Design aes_word_packer_flat, sky130hd; sources not shown.
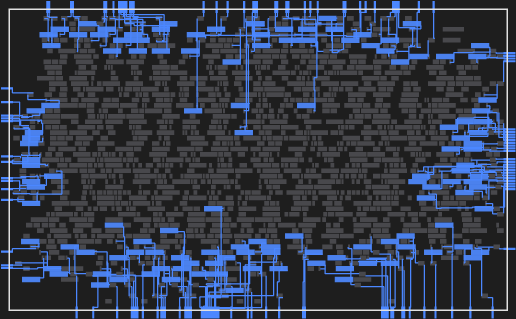
(run_1/io_fan.png)
Drawn at 2 px/µm.
| port | colour | bits | direction | edge | end cells | buffers | wire |
|---|---|---|---|---|---|---|---|
| `bus_blk_o` | blue | 128 | output | 48 south, 40 north, 26 east, 14 west | 128 | 128 | 4190 µm |
IO Pins: 172
I/O Buffers: 171

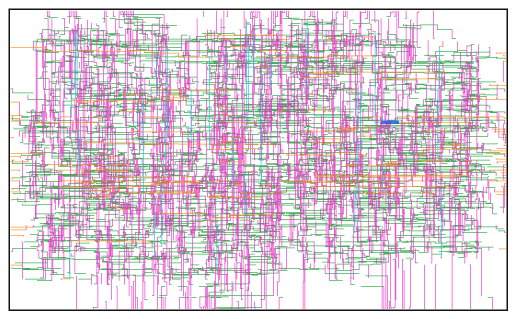
(run_1/wires.png)
Drawn at 2 px/µm.
| layer | colour | wire length |
|---|---|---|
| metal 4 | cyan | 1010 µm |
| metal 3 | orange | 2370 µm |
| metal 1 | green | 19600 µm |
| metal 5 | blue | 7.40 µm |
| metal 2 | magenta | 20.6 mm |
Post-Route WL: 43600 µm
gr usage total: 23.8%
wire per inst: 21.2 µm
Vias: 12.0k

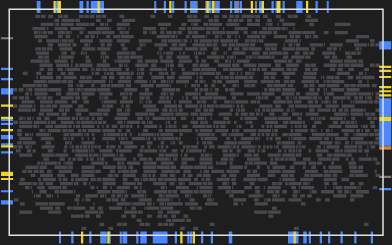
(run_1/io_placement.png)
Drawn at 1.5 px/µm. Pins as bars across the die edge, other pins in grey.
| port | colour | pins | direction | edge |
|---|---|---|---|---|
| `bus_word_i` | yellow | 32 | input | 12 north, 8 east, 7 west, 5 south |
| `bus_blk_o` | blue | 128 | output | 48 south, 40 north, 26 east, 14 west |
| `bus_word_ready_o` | orange | 1 | output | east |
all pins by edge: 60 north, 53 south, 37 east, 22 west
Die Wd: 248 µm
die height: 150 µm

==> results.py, run 1 <==
# Generated from Yosys and OpenROAD reports
metrics = {
    "run_status": {
        "status": "complete, but fails checks",
        "violations": "max-capacitance violations, max-slew violations",
    },
    "final_layout": {
        "inverters": 101,
        "bufAreaShareNonClock_pct": 9.11,
        "final_cell_mix": "363 x dfrtp_1, 184 x mux2_2, 131 x nand2_1, 103 x mux2i_1, 99 x inv_1",
        "comb_cells": 873,
        "comb_area_share_pct": 35.8,
        "regArea_um2": 9110,
        "final_layout_size_suffix_gt1_share_pct": 19.7,
        "area.share.sequential_pct": 44.6,
        "diodes": 1,
        "logic_area_um2": 7300,
        "fin_util_pct": 57.6,
        "n_clock_buffer": 54,
        "fin_nets": 1606,
    },
    "sta": {
        "max_freq_mhz": 133,
        "hold_ws_ns": 0.504,
        "hold_violations": 0,
        "slew_headroom_pct": -253,
        "setup_viol": 0,
        "slew_violations": 150,
    },
    "pwr": {
        "seqPwrFrac_pct": 49.0,
        "power.group.top": "sequential cells",
        "cellPowerDensity_nw_per_um2": 90.2,
        "powerClk_mw": 0.729,
        "p_clk_share_pct": 39.6,
        "netSwitchingFraction_pct": 24.7,
        "ir_worst_vdd_mv": 0.0495,
        "power_mw": 1.84,
    },
    "synth": {
        "ys_top_logic_family": "multiplexers",
        "ys_async_sr_fraction_pct": 100,
        "yosys_warnings": 0,
        "postSynthSeqShare_pct": 52.2,
        "ys_ff": 364,
        "synthFlopType": "dfrtp_1",
        "yosysChipArea_um2": 17500,
        "ys_cells": 1504,
        "area_leaders": "dfrtp_1 52%, mux2_2 12%, mux2i_1 5.9%",
        "largest_area_cell": "dfrtp_1",
        "simple_gate_area_share_pct": 7.25,
        "netlist_instances": 1504,
        "yosys.area_share.aoi_pct": 12.5,
        "ys_types": 32,
        "syn_area_um2": 17500,
        "adder_share_pct": 0.287,
        "avgSynthCellArea_um2": 11.6,
        "edf_count": 0,
        "top_cells_by_count": "364 x dfrtp_1, 184 x mux2_2, 131 x nand2_1, 117 x clkbuf_1, 103 x mux2i_1",
        "yosys.area_share.xor_xnor_pct": 0,
    },
    "detailed_routing": {
        "drt-pass1-iter-count": 7,
        "met3_length_um": 2370,
        "viasPerCell": 5.86,
        "wl_met2_um": 20600,
        "top_layer": "met5",
        "drt_iter0_markers": 924,
        "ant_nets": 0,
        "wl_met1_um": 19600,
    },
    "setup_path": {
        "cp_num_buf_inv": 4,
        "crit_chain": "dlygate4sd3_1, clkinvlp_2, buf_12, buf_4",
        "cpPeakStageDelay_ns": 2.95,
        "cpLargestDelayFamily": "buffers and inverters",
        "cp_data_required_time_ns": 19.33,
        "arrival_ns": 8.04,
        "start_kind": "primary input",
        "reg2reg_slack_ns": 14.20,
        "cp.depth": 4,
    },
    "floorplanning": {
        "placementRows": 53,
        "die_area_um2": 37200,
        "floorplan.core_util_pct": 49.3,
    },
    "clock_tree": {
        "numCtsBuffers": 35,
        "clock-sinks": 364,
        "h-tree-depth": 2,
        "cts_resized": 0,
        "cts_tree": "yes",
        "clk_latency_ns": 0.53,
    },
    "grt": {
        "use_met1_pct": 33.5,
        "antenna_found_initial": 1,
        "grt_pass1_wl_um": 68800,
        "grt_pass1_vias": 12100,
        "grt_use_met3_pct": 4.36,
    },
    "placement": {
        "dp_hpwl_um": 26300,
        "dp_slack_ns": 12.88,
        "place.gp.congestion": 0.821,
    },
    "worst_hold_path": {
        "hold_class": "reg2reg",
    },
    "run": {
        "cap_violations": 2,
    },
}
==> run_1/congestion.png <==
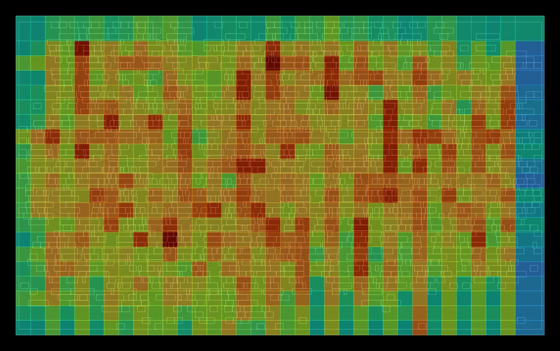

## Run 2: what changed since run 1
- clock period: 18.8 -> 7.77 ns (I/O delays scaled with it)
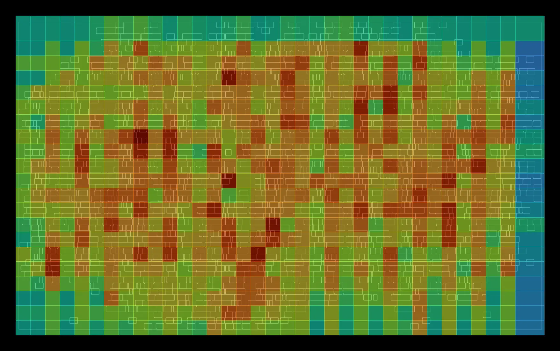
(run_2/congestion.png)
GRT Max-Usage Layer: met2
wire per inst: 21.6 µm
gr usage total: 24.2%

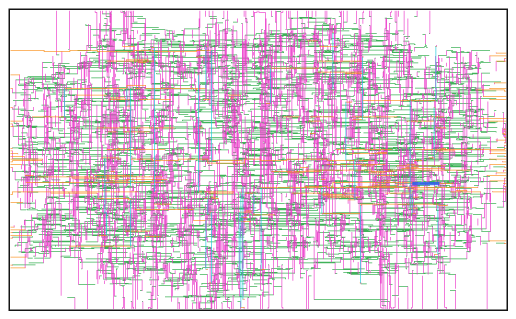
(run_2/wires.png)
Drawn at 2 px/µm.
| layer | colour | wire length |
|---|---|---|
| metal 1 | green | 19900 µm |
| metal 4 | cyan | 925 µm |
| metal 2 | magenta | 21.1 mm |
| metal 3 | orange | 2250 µm |
| metal 5 | blue | 12.0 µm |
Post-Route WL: 44100 µm
Vias: 12.2k

==> run 2 against run 1 <==
Net effect: register-to-register slack worse by 12 ns; power grew 130%; synthesized cell count unchanged; via count up 1.1%; sequential power rose by 140%; clock power up 120%; the flow still finishes with violations (max-capacitance violations, max-slew violations); die area unchanged.
==> results.py, run 2 <==
# Generated from Yosys and OpenROAD reports
metrics = {
    "pwr": {
        "p_clk_share_pct": 37.3,
        "power_mw": 4.31,
        "powerClk_mw": 1.61,
        "seqPwrFrac_pct": 50.8,
        "ir_worst_vdd_mv": 0.156,
        "power.group.top": "sequential cells",
        "netSwitchingFraction_pct": 25.4,
        "cellPowerDensity_nw_per_um2": 213,
    },
    "clock_tree": {
        "clock-sinks": 364,
        "clk_latency_ns": 0.53,
        "cts_resized": 0,
        "cts_tree": "yes",
        "cts_buffer_depth": 3,
        "cts_root_buf": "clkbuf_16",
        "h-tree-depth": 2,
        "numCtsBuffers": 35,
    },
    "grt": {
        "grt_pass1_vias": 12400,
        "grt_use_met3_pct": 3.68,
        "use_met1_pct": 34.1,
        "antenna_found_initial": 2,
        "grt_max_degree": 132,
        "grt_pass1_wl_um": 70400,
    },
    "synth": {
        "yosys_warnings": 0,
        "netlist_instances": 1504,
        "ys_top_logic_family": "multiplexers",
        "adder_share_pct": 0.287,
        "ys_ff": 364,
        "ys_types": 32,
        "top_cells_by_count": "364 x dfrtp_1, 184 x mux2_2, 131 x nand2_1, 117 x clkbuf_1, 103 x mux2i_1",
        "edf_count": 0,
        "ys_async_sr_fraction_pct": 100,
        "syn_area_um2": 17500,
        "mux_share_pct": 21.6,
        "yosys.area_share.xor_xnor_pct": 0,
        "simple_gate_area_share_pct": 7.25,
        "yosysChipArea_um2": 17500,
        "avgSynthCellArea_um2": 11.6,
        "yosys.area_share.aoi_pct": 12.5,
        "area_leaders": "dfrtp_1 52%, mux2_2 12%, mux2i_1 5.9%",
        "synthFlopType": "dfrtp_1",
        "ys_cells": 1504,
        "largest_area_cell": "dfrtp_1",
        "postSynthSeqShare_pct": 52.2,
    },
    "detailed_routing": {
        "wl_met2_um": 21100,
        "drt_iter0_markers": 1004,
        "ant_nets": 0,
        "viasPerCell": 5.95,
        "wl_met1_um": 19900,
        "met3_length_um": 2250,
        "drt-pass1-iter-count": 5,
        "drc_errors": 0,
        "top_layer": "met5",
    },
    "final_layout": {
        "logic_area_um2": 7320,
        "bufAreaShareNonClock_pct": 9.02,
        "n_clock_buffer": 48,
        "diodes": 1,
        "comb_cells": 873,
        "regArea_um2": 9110,
        "final_common_cell": "dfrtp_1",
        "area.share.sequential_pct": 45.0,
        "final_layout_size_suffix_gt1_share_pct": 19.2,
        "inverters": 101,
        "comb_area_share_pct": 36.1,
        "fin_util_pct": 57.2,
        "final-clk-cell-share_pct": 5.07,
        "fin_nets": 1603,
        "final_cell_mix": "363 x dfrtp_1, 184 x mux2_2, 134 x clkdlybuf4s50_1, 131 x nand2_1, 103 x mux2i_1",
    },
    "floorplanning": {
        "coreArea_um2": 35400,
        "floorplan.core_util_pct": 49.3,
        "die_w_um": 248,
        "fp.dieH_um": 150,
        "die_area_um2": 37200,
        "placementRows": 53,
        "io_pins": 172,
    },
    "setup_path": {
        "cpPeakStageDelay_ns": 2.19,
        "crit_chain": "buf_4, ha_2, clkbuf_1, nor4b_2, nand3_2, mux2_2",
        "start_kind": "flop",
        "crit_slowest_cell": "clkbuf_1",
        "reg2reg_slack_ns": 2.39,
        "cp_data_required_time_ns": 8.17,
        "arrival_ns": 5.78,
        "cp_num_buf_inv": 2,
        "reg2regPathDepth": 6,
        "cpLargestDelayFamily": "buffers and inverters",
        "cp.depth": 6,
    },
    "placement": {
        "dp_hpwl_um": 26700,
        "portBuffers": 171,
        "place.gp.congestion": 0.800,
        "place_area_um2": 19200,
        "dp_slack_ns": 2.97,
    },
    "run_status": {
        "violations": "max-capacitance violations, max-slew violations",
        "status": "complete, but fails checks",
    },
    "worst_hold_path": {
        "hold_class": "reg2reg",
    },
    "sta": {
        "hold_ws_ns": 0.501,
        "worst_slack_ns": 2.39,
        "worst-slew-pin-transition_ns": 3.12,
        "setup_viol": 0,
        "slew_violations": 253,
        "max_freq_mhz": 186,
        "timing.final.crit_share_pct": 69.2,
        "slew_headroom_pct": -108,
        "hold_violations": 0,
    },
    "run": {
        "cap_violations": 4,
    },
}
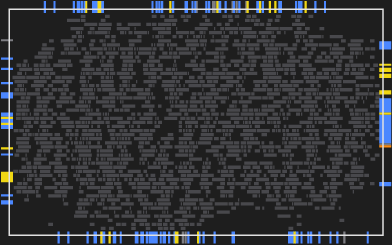
(run_2/io_placement.png)
Drawn at 1.5 px/µm. Pins as bars across the die edge, other pins in grey.
| port | colour | pins | direction | edge |
|---|---|---|---|---|
| `bus_word_i` | yellow | 32 | input | 10 north, 8 east, 8 west, 6 south |
| `bus_word_ready_o` | orange | 1 | output | east |
| `bus_blk_o` | blue | 128 | output | 45 south, 40 north, 27 east, 16 west |

Power and IR drop assume default switching activity.
